[config.mk]
export PLATFORM = sky130hd
export DESIGN_NAME = mem_port_arbiter_flat
export DESIGN_NICKNAME = d
export VERILOG_FILES = /design/src/rtl/mem_port_arbiter_if.sv /design/src/rtl/mem_port_arbiter.sv /design/src/flat_wrapper.sv
export SDC_FILE = /design/constraint.sdc
export NUM_CORES = 1
export LEC_CHECK = 0
export ABC_AREA = 1
export CORE_MARGIN = 1.5
export CORE_UTILIZATION = 30
export CTS_BUF_LIST = sky130_fd_sc_hd__clkbuf_2 sky130_fd_sc_hd__clkbuf_4 sky130_fd_sc_hd__clkbuf_8
export DETAILED_ROUTE_END_ITERATION = 10
export PLACE_DENSITY_LB_ADDON = 0.05
export SLEW_MARGIN = 20
export SYNTH_ARGS = -nofsm -noshare
export SYNTH_HDL_FRONTEND = slang
export SYNTH_SLANG_ARGS = --single-unit
[constraint.sdc]
create_clock -name clock -period 1.83 [get_ports clock]
set_clock_uncertainty 0.1 [all_clocks]
set_input_delay 0.366 -clock clock [delete_from_list [all_inputs] [get_ports clock]]
set_output_delay 0.366 -clock clock [all_outputs]
set_load 0.01 [all_outputs]
[src/rtl/mem_port_arbiter_if.sv]
// Bus bundle between the fetch/data requesters, the arbiter and the shared memory port.
// The slave view is the arbiter; the master view drives requests and models the memory.
interface mem_port_arbiter_if;
  // Instruction-fetch requester
  logic        if_req;
  logic [31:0] if_addr;
  logic [31:0] if_rdata;
  logic        if_done;

  // Data load/store requester
  logic        d_req;
  logic        d_we;
  logic [31:0] d_addr;
  logic [31:0] d_wdata;
  logic [31:0] d_rdata;
  logic        d_done;

  // Shared single-port memory
  logic        mem_req;
  logic        mem_we;
  logic [31:0] mem_addr;
  logic [31:0] mem_wdata;
  logic [31:0] mem_rdata;
  logic        mem_ack;

  logic        err;

  modport slave (
    input  if_req, if_addr, d_req, d_we, d_addr, d_wdata, mem_rdata, mem_ack,
    output if_rdata, if_done, d_rdata, d_done, mem_req, mem_we, mem_addr, mem_wdata, err
  );

  modport master (
    output if_req, if_addr, d_req, d_we, d_addr, d_wdata, mem_rdata, mem_ack,
    input  if_rdata, if_done, d_rdata, d_done, mem_req, mem_we, mem_addr, mem_wdata, err
  );
endinterface

[src/rtl/mem_port_arbiter.sv]
// Arbitrates one shared memory port between instruction fetch and data accesses.
// Data normally wins; fetch is guaranteed a grant after STARVE_MAX data grants in a row.
module mem_port_arbiter #(
  parameter int unsigned TIMEOUT    = 15,
  parameter int unsigned STARVE_MAX = 2
) (
  input logic               clock,
  input logic               reset,
  mem_port_arbiter_if.slave bus
);

  localparam logic [7:0] TmoMax    = 8'(TIMEOUT);
  localparam logic [1:0] StarveMax = 2'(STARVE_MAX);

  typedef enum logic [1:0] {
    StIdle  = 2'd0,
    StGntIf = 2'd1,
    StGntD  = 2'd2,
    StResp  = 2'd3
  } state_e;

  state_e      state_q, state_d;
  logic        mem_req_q, mem_req_d;
  logic        mem_we_q, mem_we_d;
  logic [31:0] mem_addr_q, mem_addr_d;
  logic [31:0] mem_wdata_q, mem_wdata_d;
  logic [31:0] if_rdata_q, if_rdata_d;
  logic [31:0] d_rdata_q, d_rdata_d;
  logic        if_done_q, if_done_d;
  logic        d_done_q, d_done_d;
  logic        err_q, err_d;
  logic [1:0]  starve_cnt_q, starve_cnt_d;
  logic [7:0]  tmo_cnt_q, tmo_cnt_d;

  logic        fetch_wins;
  logic        tmo_hit;

  // Fetch takes the port when alone, or when data has already starved it long enough.
  assign fetch_wins = bus.if_req && (!bus.d_req || (starve_cnt_q == StarveMax));
  assign tmo_hit    = (tmo_cnt_q + 8'd1) == TmoMax;

  always_comb begin
    state_d      = state_q;
    mem_req_d    = mem_req_q;
    mem_we_d     = mem_we_q;
    mem_addr_d   = mem_addr_q;
    mem_wdata_d  = mem_wdata_q;
    if_rdata_d   = if_rdata_q;
    d_rdata_d    = d_rdata_q;
    if_done_d    = 1'b0;
    d_done_d     = 1'b0;
    err_d        = 1'b0;
    starve_cnt_d = starve_cnt_q;
    tmo_cnt_d    = tmo_cnt_q;

    unique case (state_q)
      StIdle: begin
        if (fetch_wins) begin
          state_d      = StGntIf;
          mem_req_d    = 1'b1;
          mem_we_d     = 1'b0;
          mem_addr_d   = bus.if_addr;
          mem_wdata_d  = '0;
          starve_cnt_d = '0;
          tmo_cnt_d    = '0;
        end else if (bus.d_req) begin
          state_d     = StGntD;
          mem_req_d   = 1'b1;
          mem_we_d    = bus.d_we;
          mem_addr_d  = bus.d_addr;
          mem_wdata_d = bus.d_wdata;
          tmo_cnt_d   = '0;
          if (!bus.if_req) begin
            starve_cnt_d = '0;
          end else if (starve_cnt_q != 2'd3) begin
            starve_cnt_d = starve_cnt_q + 2'd1;
          end
        end
      end

      StGntIf, StGntD: begin
        // An ack arriving in the same cycle as the timeout still completes normally.
        if (bus.mem_ack) begin
          state_d   = StResp;
          mem_req_d = 1'b0;
          tmo_cnt_d = '0;
          if (state_q == StGntIf) begin
            if_done_d  = 1'b1;
            if_rdata_d = bus.mem_rdata;
          end else begin
            d_done_d = 1'b1;
            if (!mem_we_q) begin
              d_rdata_d = bus.mem_rdata;
            end
          end
        end else if (tmo_hit) begin
          state_d   = StResp;
          mem_req_d = 1'b0;
          tmo_cnt_d = '0;
          err_d     = 1'b1;
          if (state_q == StGntIf) begin
            if_done_d  = 1'b1;
            if_rdata_d = '0;
          end else begin
            d_done_d = 1'b1;
            if (!mem_we_q) begin
              d_rdata_d = '0;
            end
          end
        end else begin
          tmo_cnt_d = tmo_cnt_q + 8'd1;
        end
      end

      StResp: begin
        state_d = StIdle;
      end

      default: begin
        state_d = StIdle;
      end
    endcase
  end

  always_ff @(posedge clock) begin
    if (reset) begin
      state_q      <= StIdle;
      mem_req_q    <= 1'b0;
      mem_we_q     <= 1'b0;
      mem_addr_q   <= '0;
      mem_wdata_q  <= '0;
      if_rdata_q   <= '0;
      d_rdata_q    <= '0;
      if_done_q    <= 1'b0;
      d_done_q     <= 1'b0;
      err_q        <= 1'b0;
      starve_cnt_q <= '0;
      tmo_cnt_q    <= '0;
    end else begin
      state_q      <= state_d;
      mem_req_q    <= mem_req_d;
      mem_we_q     <= mem_we_d;
      mem_addr_q   <= mem_addr_d;
      mem_wdata_q  <= mem_wdata_d;
      if_rdata_q   <= if_rdata_d;
      d_rdata_q    <= d_rdata_d;
      if_done_q    <= if_done_d;
      d_done_q     <= d_done_d;
      err_q        <= err_d;
      starve_cnt_q <= starve_cnt_d;
      tmo_cnt_q    <= tmo_cnt_d;
    end
  end

  assign bus.mem_req   = mem_req_q;
  assign bus.mem_we    = mem_we_q;
  assign bus.mem_addr  = mem_addr_q;
  assign bus.mem_wdata = mem_wdata_q;
  assign bus.if_rdata  = if_rdata_q;
  assign bus.if_done   = if_done_q;
  assign bus.d_rdata   = d_rdata_q;
  assign bus.d_done    = d_done_q;
  assign bus.err       = err_q;

  a_done_exclusive : assert property (@(posedge clock) disable iff (reset)
    !(if_done_q && d_done_q));

  a_no_req_outside_grant : assert property (@(posedge clock) disable iff (reset)
    (state_q inside {StIdle, StResp}) |-> !mem_req_q);

  a_err_with_done : assert property (@(posedge clock) disable iff (reset)
    err_q |-> (if_done_q || d_done_q));

endmodule

[src/flat_wrapper.sv]
// flat-port wrapper written by rule: the top's interface ports become plain ports
module mem_port_arbiter_flat 
#(
  parameter int unsigned TIMEOUT    = 15,
  parameter int unsigned STARVE_MAX = 2
)
  (clock, reset, bus_if_req, bus_if_addr, bus_d_req, bus_d_we, bus_d_addr, bus_d_wdata, bus_mem_rdata, bus_mem_ack, bus_if_rdata, bus_if_done, bus_d_rdata, bus_d_done, bus_mem_req, bus_mem_we, bus_mem_addr, bus_mem_wdata, bus_err);
  mem_port_arbiter_if bus_i ();
  input logic clock;
  input logic reset;
  input wire logic [$bits(bus_i.if_req)-1:0] bus_if_req;
  input wire logic [$bits(bus_i.if_addr)-1:0] bus_if_addr;
  input wire logic [$bits(bus_i.d_req)-1:0] bus_d_req;
  input wire logic [$bits(bus_i.d_we)-1:0] bus_d_we;
  input wire logic [$bits(bus_i.d_addr)-1:0] bus_d_addr;
  input wire logic [$bits(bus_i.d_wdata)-1:0] bus_d_wdata;
  input wire logic [$bits(bus_i.mem_rdata)-1:0] bus_mem_rdata;
  input wire logic [$bits(bus_i.mem_ack)-1:0] bus_mem_ack;
  output wire logic [$bits(bus_i.if_rdata)-1:0] bus_if_rdata;
  output wire logic [$bits(bus_i.if_done)-1:0] bus_if_done;
  output wire logic [$bits(bus_i.d_rdata)-1:0] bus_d_rdata;
  output wire logic [$bits(bus_i.d_done)-1:0] bus_d_done;
  output wire logic [$bits(bus_i.mem_req)-1:0] bus_mem_req;
  output wire logic [$bits(bus_i.mem_we)-1:0] bus_mem_we;
  output wire logic [$bits(bus_i.mem_addr)-1:0] bus_mem_addr;
  output wire logic [$bits(bus_i.mem_wdata)-1:0] bus_mem_wdata;
  output wire logic [$bits(bus_i.err)-1:0] bus_err;
  assign bus_i.if_req = bus_if_req;
  assign bus_i.if_addr = bus_if_addr;
  assign bus_i.d_req = bus_d_req;
  assign bus_i.d_we = bus_d_we;
  assign bus_i.d_addr = bus_d_addr;
  assign bus_i.d_wdata = bus_d_wdata;
  assign bus_i.mem_rdata = bus_mem_rdata;
  assign bus_i.mem_ack = bus_mem_ack;
  assign bus_if_rdata = bus_i.if_rdata;
  assign bus_if_done = bus_i.if_done;
  assign bus_d_rdata = bus_i.d_rdata;
  assign bus_d_done = bus_i.d_done;
  assign bus_mem_req = bus_i.mem_req;
  assign bus_mem_we = bus_i.mem_we;
  assign bus_mem_addr = bus_i.mem_addr;
  assign bus_mem_wdata = bus_i.mem_wdata;
  assign bus_err = bus_i.err;
  mem_port_arbiter #(.TIMEOUT(TIMEOUT), .STARVE_MAX(STARVE_MAX)) u_core (.clock(clock), .reset(reset), .bus(bus_i));
endmodule
**Run 1: cell classes on the final placement**

Fill, decap, tap and diode cells in grey.
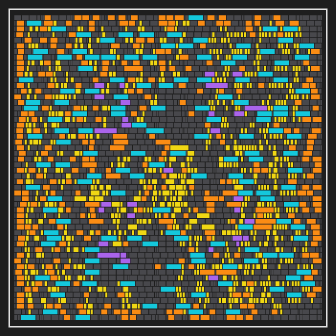
- sequential cells: cyan (cells 145)
- remaining logic cells: yellow (cells 784)
- clock drivers and dummy loads: purple (cells 31)
- remaining buffers and delay cells: orange (cells 327)

**Run 1: cell outlines without signal wires**

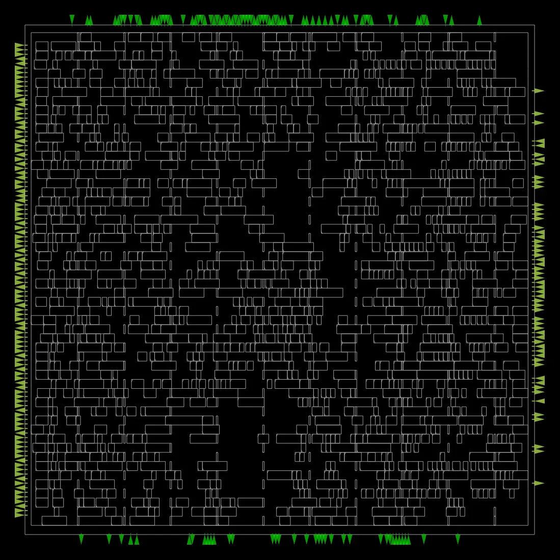
count of non-filler cells in the finished layout: 1567
Flops: 145

**Run 1: port wiring**

Bar = 50 um.
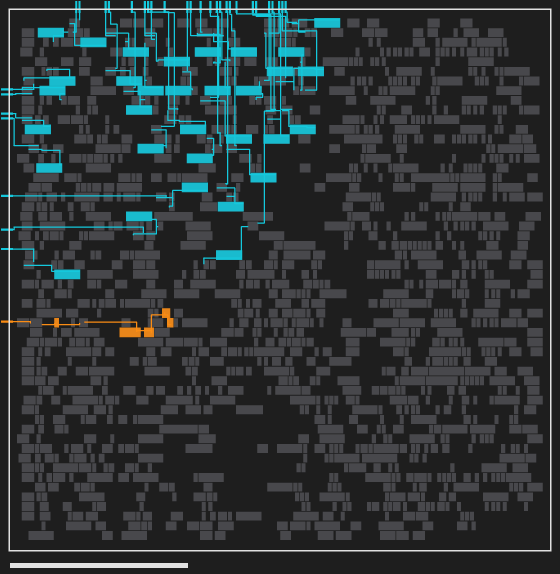
- bus_mem_wdata: cyan (direction output; edge 25 top, 7 left; end cells 32; buffers 32; wire 1230 um)
- bus_if_req: orange (direction input; edge left; end cells 5; buffers 2; wire 53.0 um)
count of port buffers added during placement: 266
number of placed I/O pins: 267

==> run summary, run 1 <==
Results of the implementation run.

Before antenna repair, the detailed router went through 4 iterations. The fraction of registers with async set/reset came out at 0%. The overall die area came out at 23100 um2. For this design, the slowest cell found on the critical path is dfxtp_4. The largest area contributor in the synthesized netlist is dfxtp_1. The report counts max-capacitance violations totalling 0. The ratio of routed vias to standard cells came out at roughly 4.4. The number of pins exceeding their max-slew limit in the final report came out at 0.

The violation tally recorded at the end of detailed-routing iteration 0 is 208. The count of state elements after synthesis is 145. Routing resource usage on met2 recorded by global route was between 20 and 30%. The diode insertion count for antenna repair came out at 0. The part of the power in combinational logic is 44.0%. For hold timing, the worst endpoint is u_core.bus.mem_wdata[26]. The worst setup path is launched from a flop. The cell-mix breakdown from Yosys lists the XOR/XNOR area share as 0%. The data required time reported for the critical path is approximately 2.1 ns. The number of hold violations in the final report is 0. The routed length on met3 is 1740 um. The number of cells in Yosys stat came out at 995. The tree is rooted in a clkbuf_8.

The fraction of final layout cells with drive strength greater than 1 is between 10% and 20%. The power consumed by the clock network came out at about 0.0029 W. The minimum period implied by the final worst setup slack came out at 1.88 ns.

The register-to-register setup slack is -0.05 ns. The total via count in the routed design is 6957. Among all flip-flop cells after synthesis, the most frequent one is dfxtp_1. The deepest clock path buffer count came out at 2. The first-pass GRT wire length came out at 34500 um. The placement summary gives the final routability congestion estimate as 0.801. The switching power share of the total came out at a little under two fifths.

The area added between synthesis and finish came out at 60.2%. STA puts the critical path data arrival time at around 2.2 ns. For reference, the top cells by area after synthesis are dfxtp_1 44%, nand2_1 16%, inv_1 9.3%, nor2_1 5.6%, nand4_1 4.1%. The post-synthesis simple-gate area fraction is between 30% and 40%.

The global routing met3 resource utilization came out at 6.59%. The timing report notes that buffer and inverter cells on the critical path total 2. The run finished, with violations left.

The total power per unit cell area is 1230 nW/um2. The final wirelength came out at 21600 um. In the synthesized netlist, mux cells make up 0% of the area.

The number of core rows came out at 54. On the critical path the largest part of the delay comes from simple AND/OR/NAND/NOR gates. The total core area is approximately 22000 um2. The sequential logic power came out at approximately 0.0045 W.

The power report attributes to the clock group a share of a little over a fifth. The count of unique library cells instantiated by Yosys came out at 28. Ranking logic cells in the layout by count gives the top entries 286 x nand2_1, 161 x inv_1, 137 x dfxtp_1. The detail route stage leaves a number of antenna-violating nets equal to 0.

The number of nets at the end of the flow is between 1000 and 1500. The number of enable-type register cells in the synthesized netlist is 0. For reference, the critical path is launched at u_core.tmo_cnt_q[0].

The clock slew seen by the registers of the worst setup and hold paths is ~0.10 ns. The total of cells resized after clock tree synthesis came out at approximately 110. The largest driver fanout on the critical path is 30. The vertical extent of the die is 152 um. The post-synthesis share of cell area spent on and-or and or-and gates is 10.5%. In the global route stage, met1 resource usage came out at 23.9%. The number of CTS-inserted buffers is 17. The end point of the critical path is u_core.bus.d_rdata[3]. The total internal power came out at roughly 0.008 W. The HPWL after detailed placement is 14700 um. In this run, post-CTS hold repair placed 0 buffers. In the final routed layout, each cell accounts on average for 13.8 um.

The worst register-to-register path depth is 13. The maximum level of the CTS H-tree came out at 4. The die span in x is 152 um.

Setup repair after global routing could not meet its margin everywhere. STA classifies the critical path endpoint as a flop. Before any placement, the netlist area is recorded as 6650 um2. The highest metal layer with signal wires is met4. The placed instance count is 1520. The pin count of the biggest net entering global routing came out at about 54. The share of Yosys cell area claimed by the top area cell type came out at between 40% and 50%. The startpoint-to-endpoint class of the critical path is flop to flop. The post-CTS setup-driven buffer insertion count is 4. The final standard cell utilization of the core is 49.0%.

The TritonCTS sink count is 145. Among the non-sequential cells, simple AND/OR/NAND/NOR gates take the most area. By instance count, the leading cell after synthesis is nand2_1. The worst setup slack before clock tree synthesis is -0.200 ns. The actual transition at the worst max-transition pin is 0.450 ns.

The net switching component of the power came out at 0.00494 W. Per STA, the worst path is made up of ha_4 > nand2_2 > inv_2 > nor2_4 > nand3_2 > nor2_2 > nand3_2 > nand2_4 > nand3_4 > buf_12 > nand2_1 > nand2_1 > nor2_1. Of all power groups, the one with the highest power is combinational cells.

The total power came out at ~0.013 W. The worst hold slack across all endpoints is 0.353 ns. The startpoint identified for the worst register-to-register timing path is u_core.tmo_cnt_q[0].

The synthesis log from Yosys contains 0 warnings. Each instance of the synthesized netlist takes up on average 6.68 um2. Static timing analysis puts the maximum clock frequency at 0.531 GHz. The number of global-route vias before repair came to around 6700. The number of antenna violations at the first check in global routing came to 0. In this run the static leakage power is 5.90 nW. The number of nets produced by synthesis came out at 1136. In the detailed route, the total length drawn on met2 is ~9600 um. The final report gives the standard cell area, fillers excluded, as roughly 11000 um2. The final period utilization came out at 103%. The number of instances on the worst hold path is 3. The summed negative setup slack over all endpoints came out at -1.23 ns. The count of cell instances traversed by the critical path came out at 13.

Global routing put the most usage on met2. The highest cell delay on the worst timing path came out at approximately 0.36 ns. The worst hold path begins at bus_d_wdata[26].

The worst flop-to-flop path endpoint is u_core.bus.d_rdata[3]. The share of the Yosys chip area taken by registers is 43.7%. The checks that failed: negative setup slack.

The number of cells produced by synthesis came out at 995. Note that the worst hold path type here is primary input to flop. The core utilization at floorplan is a little under a third. The total setup violations reported at the end of the flow came out at 45.

The post-place instance area is between 9000 and 10000 um2. The count of tool warnings is 32. The post-route worst setup slack is -0.0539 ns.

Leaving out fill and tap cells, the most frequent cell in the layout is nand2_1. By count the netlist is led by 290 x nand2_1, 164 x inv_1, 145 x dfxtp_1. Sequential cells account for 34.1% of the total power.
==> run 1: sequential cells by signal (all words and copies together) (netlist names) <==
name	count
u_core.bus.d_done	1
u_core.bus.d_rdata	32
u_core.bus.err	1
u_core.bus.if_done	1
u_core.bus.if_rdata	32
u_core.bus.mem_addr	32
u_core.bus.mem_req	1
u_core.bus.mem_wdata	32
u_core.bus.mem_we	1
u_core.starve_cnt_q	2
u_core.state_q	2
u_core.tmo_cnt_q	8
==> run 1: area by class of cell <==
type | count | area (um2)
Clock buffer | 17 | 234
Clock inverter | 14 | 204
Fill cell | 2239 | 11100
Inverter | 169 | 637
Multi-Input combinational cell | 615 | 2940
Sequential cell | 145 | 2920
Tap cell | 280 | 350
Timing Repair Buffer | 327 | 3370
**Run 1: signal wires by layer**

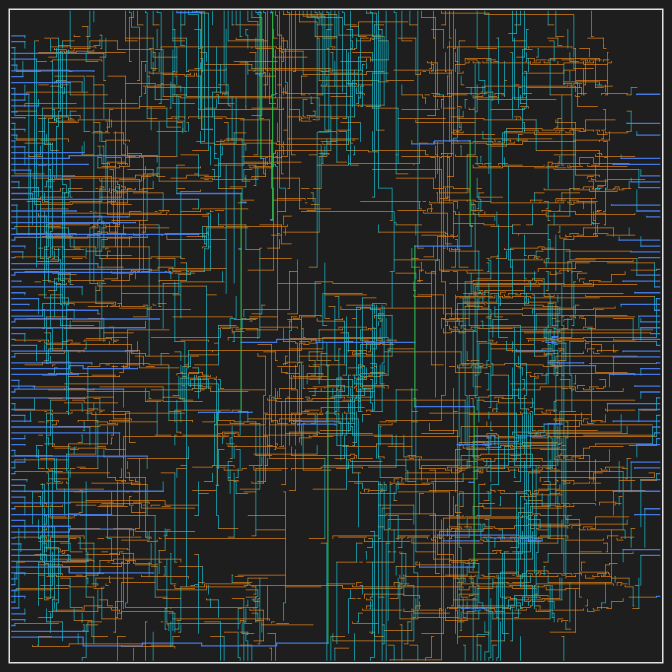

--- run 2 (diff from run 1) ---
--- a/config.mk
+++ b/config.mk
@@ -6,6 +6,7 @@
 export NUM_CORES = 1
 export LEC_CHECK = 0
 export ABC_AREA = 1
+export CORE_ASPECT_RATIO = 0.8
 export CORE_MARGIN = 1.5
 export CORE_UTILIZATION = 30
 export CTS_BUF_LIST = sky130_fd_sc_hd__clkbuf_2 sky130_fd_sc_hd__clkbuf_4 sky130_fd_sc_hd__clkbuf_8
**Run 2: signal wires by layer**

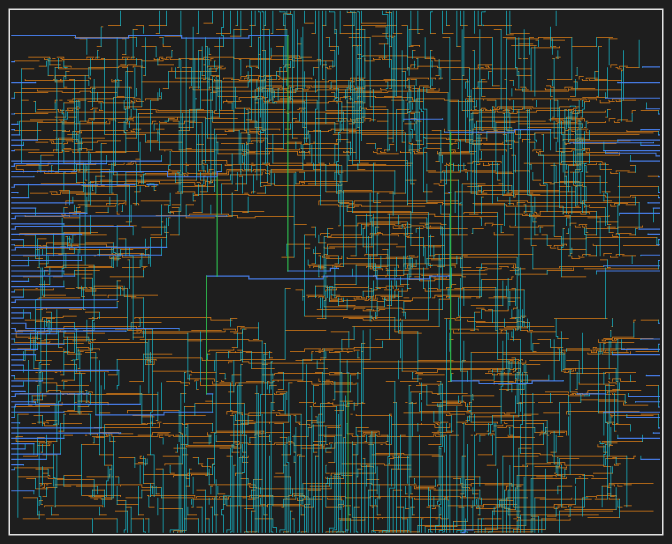
- M3: blue (wire length 1440 um)
- M2: cyan (wire length 9830 um)
- M4: green (wire length 223 um)
- M1: orange (wire length 9940 um)

**Run 2: port wiring**

Bar = 50 um.
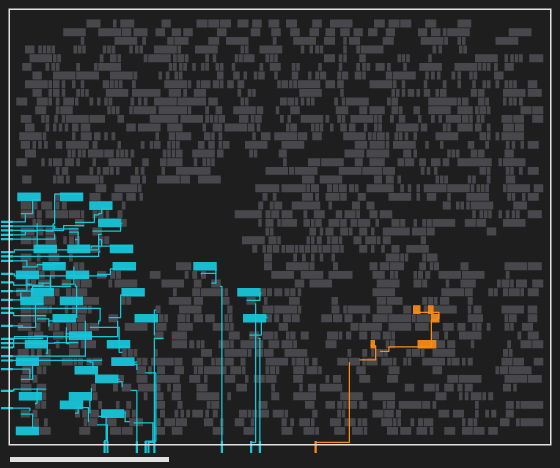
- bus_if_req: orange (direction input; edge bottom; end cells 5; buffers 2; wire 85.5 um)
- bus_mem_wdata: cyan (direction output; edge 23 left, 9 bottom; end cells 32; buffers 32; wire 1040 um)

**Run 2: cell outlines without signal wires**

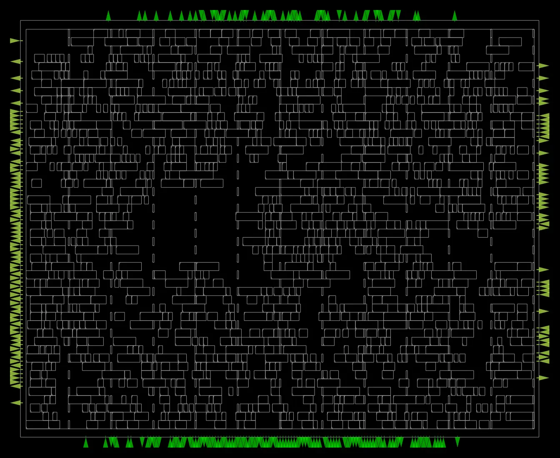
sequential share of cell area: 27.2%
Core ar.: 21700 um2
utilization after layout: 49.4%
number of cell rows: 48

==> run 2 against run 1 <==
Effect of this change:
- the run still ends with negative setup slack left
- clock power shrank 3%
- non-clock buffer count grew 2
- cell count up 1.5%
- critical path depth is 2 lower
- count of clock-buffer cells in the layout up 8
- synthesized area did not move
- routed wire length decreased by 0.92%
- highest routed layer unchanged
- power down 0.41%
- die area hardly changed
==> run summary, run 2 <==
Results of the implementation run.

The number of enable-type register cells in the synthesized netlist came out at 0 (unchanged). The count of warnings emitted by yosys came to 0 (unchanged). The total of cells resized after clock tree synthesis is 130 (was 105).

The core utilization at floorplan was 30.7% (was 30.6%). The share of Yosys cell area claimed by the top area cell type came out at 43.7% (unchanged). Unrepaired setup endpoints after global routing: yes (unchanged).

The final weighted congestion in routability-driven placement is 0.790 (was 0.801). The register-to-register setup slack was -0.13 ns (was -0.05 ns). The global routing met3 resource utilization is 6.58% (was 6.59%). The net switching component of the power is 0.00489 W (was 0.00494 W). The TritonCTS sink count came out at 145 (unchanged). The prevailing post-synth register cell is dfxtp_1 (unchanged). The static leakage came out at 5.63 nW (was 5.90 nW). The sequential logic power came to 0.00442 W (was 0.00445 W). The sequential cell area fraction in the yosys report came out at 43.7% (unchanged). Most used cells in the layout excluding fill and tap cells: 261 x nand2_1, 156 x inv_1, 139 x dfxtp_1 (was 286 x nand2_1, 161 x inv_1, 137 x dfxtp_1).

The worst setup slack before clock tree synthesis is -0.176 ns (was -0.200 ns). The final cell count without fillers came out at 1590 (was 1567). The worst min-delay path category is primary input to flop (unchanged). The actual transition at the worst max-transition pin came out at 0.301 ns (was 0.450 ns). The count of cell instances traversed by the critical path was 11 (was 13). The end point of the critical path is u_core.bus.if_rdata[26] (was u_core.bus.d_rdata[3]). The pin count of the biggest net entering global routing is 53 (was 54). The total power per unit cell area came to 1210 nW/um2 (was 1230 nW/um2). The top-level I/O count came out at 267 (unchanged). The post-route worst setup slack came out at -0.126 ns (was -0.0539 ns). The number of search-and-repair iterations in the first detailed-routing pass came out at 4 (unchanged). The sort of element at the end of the critical path is a flop (unchanged). The post-place instance area is 9970 um2 (was 9910 um2).

The number of nets at the end of the flow was 1418 (was 1416). The number of nets produced by synthesis came out at 1136 (unchanged). The worst path required time came out at 2.08 ns (was 2.12 ns). The number of nets with antenna violations after detailed routing is 0 (unchanged). The clock network fraction of design power came out at 21.3% (was 21.9%). The diode insertion count for antenna repair came out at 0 (unchanged). The number of instances on the worst hold path is 3 (unchanged). The maximum level of the CTS H-tree is 4 (unchanged). Cell Chain, Critical Path: buf_4 > nand2_1 > nor2_4 > nand4_1 > nand2_1 > nand3_2 > nand2_4 > nand3_4 > clkbuf_16 > nor2_2 > nor2_1 (was ha_4 > nand2_2 > inv_2 > nor2_4 > nand3_2 > nor2_2 > nand3_2 > nand2_4 > nand3_4 > buf_12 > nand2_1 > nand2_1 > nor2_1).

The sequential share of power is 33.9% (was 34.1%). The top power group is combinational cells (unchanged). The endpoint of the worst hold path is u_core.bus.mem_wdata[24] (was u_core.bus.mem_wdata[26]). The worst flop-to-flop path endpoint was u_core.bus.if_rdata[26] (was u_core.bus.d_rdata[3]). The total length of routed met2 wires is 9830 um (was 9570 um).

The largest driver fanout on the critical path was 13 (was 30). The minimum period implied by the final worst setup slack came out at 1.96 ns (was 1.88 ns). Run status: finished, violations left (unchanged).

The fraction of final layout cells with drive strength greater than 1 was 13.1% (was 10.2%). The routed length on met3 came out at 1440 um (was 1740 um). The routed wire length per instance is 13.5 um (was 13.8 um). The fraction of registers with async set/reset is 0% (unchanged).

The startpoint-to-endpoint class of the critical path is flop to flop (unchanged). The top logic cell by instance count in the layout is nand2_1 (unchanged). The count of unique library cells instantiated by Yosys came out at 28 (unchanged). The synthesized cell area is 6650 um2 (unchanged). The synthesized area per cell came out at 6.68 um2 (unchanged). The final period utilization is 107% (was 103%). The number of hold violations in the final report came out at 0 (unchanged).

The part of the power in combinational logic came to 44.8% (was 44.0%). The deepest clock path buffer count is 2 (unchanged). The placed instance count was 1547 (was 1520). Top post-synthesis cells by area: dfxtp_1 44%, nand2_1 16%, inv_1 9.3%, nor2_1 5.6%, nand4_1 4.1% (unchanged). The arrival time of data at the critical path endpoint came out at 2.21 ns (was 2.17 ns).

The clock slew seen by the registers of the worst setup and hold paths is 0.08 ns (was 0.10 ns). The post-CTS setup-driven buffer insertion count was 1 (was 4). Violations in the final reports: negative setup slack (unchanged). The global routing usage on met2 came out at 30.2% (was 28.4%). The total setup violations reported at the end of the flow is 64 (was 45).

The count of state elements after synthesis came to 145 (unchanged). Cell types with the highest counts after synthesis: 290 x nand2_1, 164 x inv_1, 145 x dfxtp_1 (unchanged). The area added between synthesis and finish came to 61.1% (was 60.2%).

The summed negative setup slack over all endpoints came to -5.48 ns (was -1.23 ns). The vertical extent of the die is 136 um (was 152 um). The final wirelength came to 21400 um (was 21600 um). The ratio of routed vias to standard cells came out at 4.30 (was 4.44).

The total of fill cells in the finished design is 2240 (was 2239). The fraction of met1 tracks used by global routing came out at 22.7% (was 23.9%). The HPWL reported at the end of detailed placement came out at 14600 um (was 14700 um). The cell family with the largest share of critical-path delay is simple AND/OR/NAND/NOR gates (unchanged). The number of global-route vias before repair came to 6576 (was 6661). The library cell with the highest instance count after synthesis is nand2_1 (unchanged).
==> run 2: cell counts after synthesis <==
No cell type changed its count.
==> run 2: logic make-up after synthesis <==
| group | share of synthesized area [%] |
|---|---|
| DFF | 43.6 |
| AOI/OAI and AO/OA | 10.5 |
| buffers and inverters | 13.9 |
| adders and majority gates | 1.32 |
| and+or+nand+nor | 30.7 |
==> run 2: final cells by class <==
class | count | area [um2] | area share (%)
clock buffer | 25 | 344 | 3.21
tap | 300 | 375 | 3.50
sequential | 145 | 2920 | 27.2
clock inverter | 7 | 93.8 | 0.876
timing repair buffer | 329 | 3310 | 30.9
inverter | 169 | 637 | 5.94
multi-input combinational | 615 | 3030 | 28.3
--- run 3 (diff from run 2) ---
--- a/config.mk
+++ b/config.mk
@@ -6,6 +6,7 @@
 export NUM_CORES = 1
 export LEC_CHECK = 0
 export ABC_AREA = 1
+export ABC_CLOCK_PERIOD_IN_PS = 1830
 export CORE_ASPECT_RATIO = 0.8
 export CORE_MARGIN = 1.5
 export CORE_UTILIZATION = 30
**Run 3: cell outlines without signal wires**

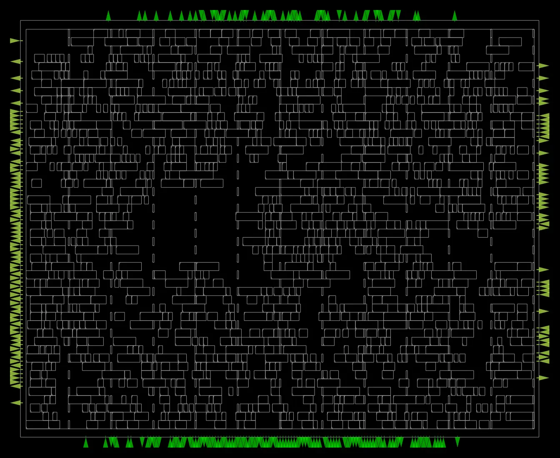
count of non-filler cells in the finished layout: 1590
number of tapcells: 300
Filler Cells Inserted: 2240

**Run 3: port wiring**

Bar = 50 um.
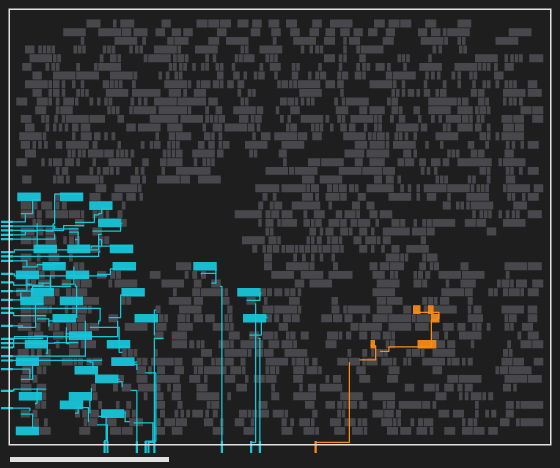
- bus_mem_wdata: cyan (direction output; edge 23 left, 9 bottom; end cells 32; buffers 32; wire 1040 um)
- bus_if_req: orange (direction input; edge bottom; end cells 5; buffers 2; wire 85.5 um)

**Run 3: sizing map**

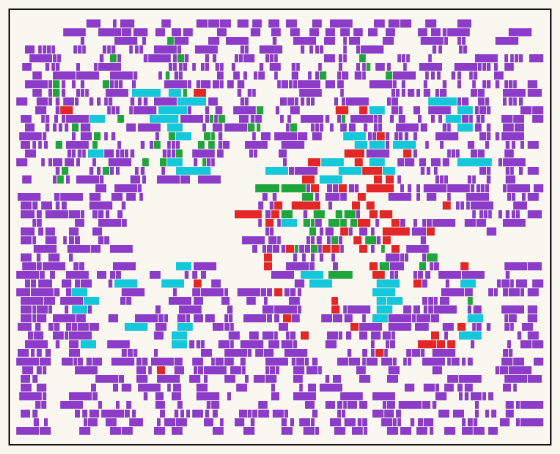
- x1 and smaller: purple (cells 1121; most used nand2_1)
- x2: green (cells 60; most used nand2_2)
- x3 and x4: red (cells 59; most used buf_4)
- x6 and larger: cyan (cells 50; most used clkbuf_8)

==> run 3 against run 2 <==
Effect of this change:
- the flow still finishes with violations (negative setup slack)
- critical endpoint unchanged
- global-route usage stayed put
- count of clock-buffer cells in the layout stayed put
- maximum frequency is the same
- highest routed layer unchanged
==> run summary, run 3 <==
Results of the implementation run.

The routed wire length per instance is 13.5 um (unchanged). Cell types with the highest counts after synthesis: 290 x nand2_1, 164 x inv_1, 145 x dfxtp_1 (unchanged). The pin count of the biggest net entering global routing came to 53 (unchanged). The number of nets at the end of the flow is 1418 (unchanged). The clock network fraction of design power came out at 21.3% (about the same). The routed length on met3 is 1440 um (unchanged). The number of CTS-inserted buffers came out at 17 (unchanged). The minimum period implied by the final worst setup slack is 1.96 ns (unchanged). The post-synthesis simple-gate area fraction came out at 30.7% (unchanged). The diode insertion count for antenna repair is 0 (unchanged). The parity-gate share of the synthesized area counting xor and xnor cells is 0% (unchanged). The largest area contributor in the synthesized netlist is dfxtp_1 (unchanged). The area added between synthesis and finish was 61.1% (unchanged). The core utilization at floorplan came to 30.7% (unchanged). The power consumed by the clock network was 0.00277 W (about the same). The top power group is combinational cells (unchanged). The number of pins exceeding their max-slew limit in the final report is 0 (unchanged). The number of enable-type register cells in the synthesized netlist is 0 (unchanged). The multiplexer area fraction after synthesis came to 0% (unchanged). The type of element launching the critical path is a flop (unchanged).

The number of cells produced by synthesis came out at 995 (unchanged). The die span in x is 169 um (unchanged). The global routing met3 resource utilization came out at 6.58% (unchanged). The post-synthesis share of cell area spent on and-or and or-and gates is 10.5% (unchanged). The part of the power in combinational logic came to 44.8% (about the same).

The number of antenna violations at the first check in global routing was 0 (unchanged). The library cell contributing the largest single delay on the critical path is dfxtp_4 (unchanged). The main combinational cell family by area after synthesis was simple AND/OR/NAND/NOR gates (unchanged). The sort of element at the end of the critical path was a flop (unchanged). The overall die area is 23100 um2 (unchanged).

The library cell with the highest instance count after synthesis was nand2_1 (unchanged). The actual transition at the worst max-transition pin came out at 0.301 ns (unchanged). Most used cells in the layout excluding fill and tap cells: 261 x nand2_1, 156 x inv_1, 139 x dfxtp_1 (unchanged). The number of nets with antenna violations after detailed routing is 0 (unchanged).

The endpoint of the worst hold path is u_core.bus.mem_wdata[24] (unchanged). The sequential logic power is 0.00442 W (about the same). The final standard cell utilization of the core is 49.4% (unchanged). The fraction of final layout cells with drive strength greater than 1 is 13.1% (unchanged). The net switching component of the power came out at 0.00489 W (unchanged). The deepest clock path buffer count is 2 (unchanged).

The arrival time of data at the critical path endpoint came to 2.21 ns (about the same). The end point of the critical path is u_core.bus.if_rdata[26] (unchanged). The number of global-route vias before repair came out at 6576 (unchanged).

The synthesized cell area is 6650 um2 (unchanged). The highest metal layer with signal wires is met4 (unchanged). The final weighted congestion in routability-driven placement is 0.790 (unchanged). The global routing usage on met2 came to 30.2% (unchanged). The top-level I/O count came to 267 (unchanged). The cell family with the largest share of critical-path delay was simple AND/OR/NAND/NOR gates (unchanged). The highest cell delay on the worst timing path came to 0.38 ns (about the same). The total power per unit cell area came out at 1210 nW/um2 (unchanged). The largest driver fanout on the critical path came out at 13 (unchanged). The count of warnings emitted by yosys came out at 0 (unchanged).

The HPWL reported at the end of detailed placement came out at 14600 um (unchanged). The worst flop-to-flop path endpoint is u_core.bus.if_rdata[26] (unchanged). The number of nets produced by synthesis came out at 1136 (unchanged). The startpoint-to-endpoint class of the critical path is flop to flop (unchanged). The fraction of registers with async set/reset came out at 0% (unchanged).

The count of cell instances traversed by the critical path is 11 (unchanged). The number of buffers inserted for hold repair after clock tree synthesis is 0 (unchanged). The master cell of the clock root buffer is clkbuf_8 (unchanged).

Unrepaired setup endpoints after global routing: yes (unchanged). The prevailing post-synth register cell is dfxtp_1 (unchanged). The total of buffers placed on input and output ports came out at 266 (unchanged). The total power was 0.0130 W (unchanged). The register-to-register setup slack came out at -0.13 ns (about the same).

The number of core rows was 48 (unchanged). The share of synthesized cell area in full adder, half adder and majority cells is 1.32% (unchanged). The total core area was 21700 um2 (unchanged). The maximum level of the CTS H-tree is 4 (unchanged).

Violations in the final reports: negative setup slack (unchanged). The number of hold violations in the final report came out at 0 (unchanged). The worst min-delay path category was primary input to flop (unchanged). The number of instances on the worst hold path came to 3 (unchanged).

The final period utilization came out at 107% (unchanged). The synthesized area per cell came to 6.68 um2 (unchanged). The fraction of met1 tracks used by global routing came out at 22.7% (unchanged). The startpoint of the worst register-to-register path is u_core.tmo_cnt_q[1] (unchanged).

The worst setup slack before clock tree synthesis came out at -0.176 ns (unchanged). Run status: finished, violations left (unchanged). The final wirelength is 21400 um (unchanged). The placed instance count came to 1547 (unchanged). The maximum operating frequency is 0.511 GHz (unchanged). The vertical extent of the die was 136 um (unchanged). Cell Chain, Critical Path: buf_4 > nand2_1 > nor2_4 > nand4_1 > nand2_1 > nand3_2 > nand2_4 > nand3_4 > clkbuf_16 > nor2_2 > nor2_1 (unchanged).

The post-layout instance area came out at 10700 um2 (unchanged). The number of search-and-repair iterations in the first detailed-routing pass came out at 4 (unchanged). The post-route worst setup slack came out at -0.126 ns (unchanged). The violation count after the first detailed-routing iteration is 276 (unchanged). The number of buffer and inverter stages on the critical path came out at 2 (unchanged).

The count of state elements after synthesis came out at 145 (unchanged). The count of tool warnings is 32 (unchanged). The static leakage is 5.63 nW (unchanged).

Top post-synthesis cells by area: dfxtp_1 44%, nand2_1 16%, inv_1 9.3%, nor2_1 5.6%, nand4_1 4.1% (unchanged). The post-place instance area came to 9970 um2 (unchanged). The number of cells in Yosys stat came out at 995 (unchanged). The ratio of routed vias to standard cells came out at 4.30 (unchanged). The beginning of the critical path is u_core.tmo_cnt_q[1] (unchanged). The number of cells traversed by the worst register-to-register path came out at 11 (unchanged).

The switching power share of the total is 37.6% (unchanged). The total setup violations reported at the end of the flow is 64 (unchanged). The TritonCTS sink count came to 145 (unchanged).

The total via count in the routed design is 6844 (unchanged). The total internal power is 0.00812 W (unchanged). The count of unique library cells instantiated by Yosys is 28 (unchanged). The share of Yosys cell area claimed by the top area cell type is 43.7% (unchanged). The clock slew seen by the registers of the worst setup and hold paths came out at 0.08 ns (about the same). The sequential share of power came out at 33.9% (about the same). The worst path required time came out at 2.08 ns (about the same).

The sequential cell area fraction in the yosys report is 43.7% (unchanged). The layer with the highest usage after global routing is met2 (unchanged). The top logic cell by instance count in the layout is nand2_1 (unchanged).

The max-cap violation count is 0 (unchanged).
run 3: kinds of logic (layout without fill, tap and decap cells):
kind of cell    count (synthesis)  in the layout
flops                         145            145
simple gates                  487            487
fa+ha+maj                       7              7
compound gates                121            121
buf+inv                       235            530
run 3: cell type report:
type	instances	area [um2]	share of cell area, %
clock buffer	25	344	3.21
clock inverter	7	93.8	0.876
inverter	169	637	5.94
multi-input combinational	615	3030	28.3
sequential	145	2920	27.2
tap	300	375	3.50
timing repair buffer	329	3310	30.9
run 3: repair_timing:
action                                  CTS  global route
cloned                                    0             6
endpoints found under the setup margin  180            91
pin swaps                                 0             9
setup buffers                             1             4
resized                                 130            80
Power figures rest on the tool's default switching activity, not on a simulated workload.
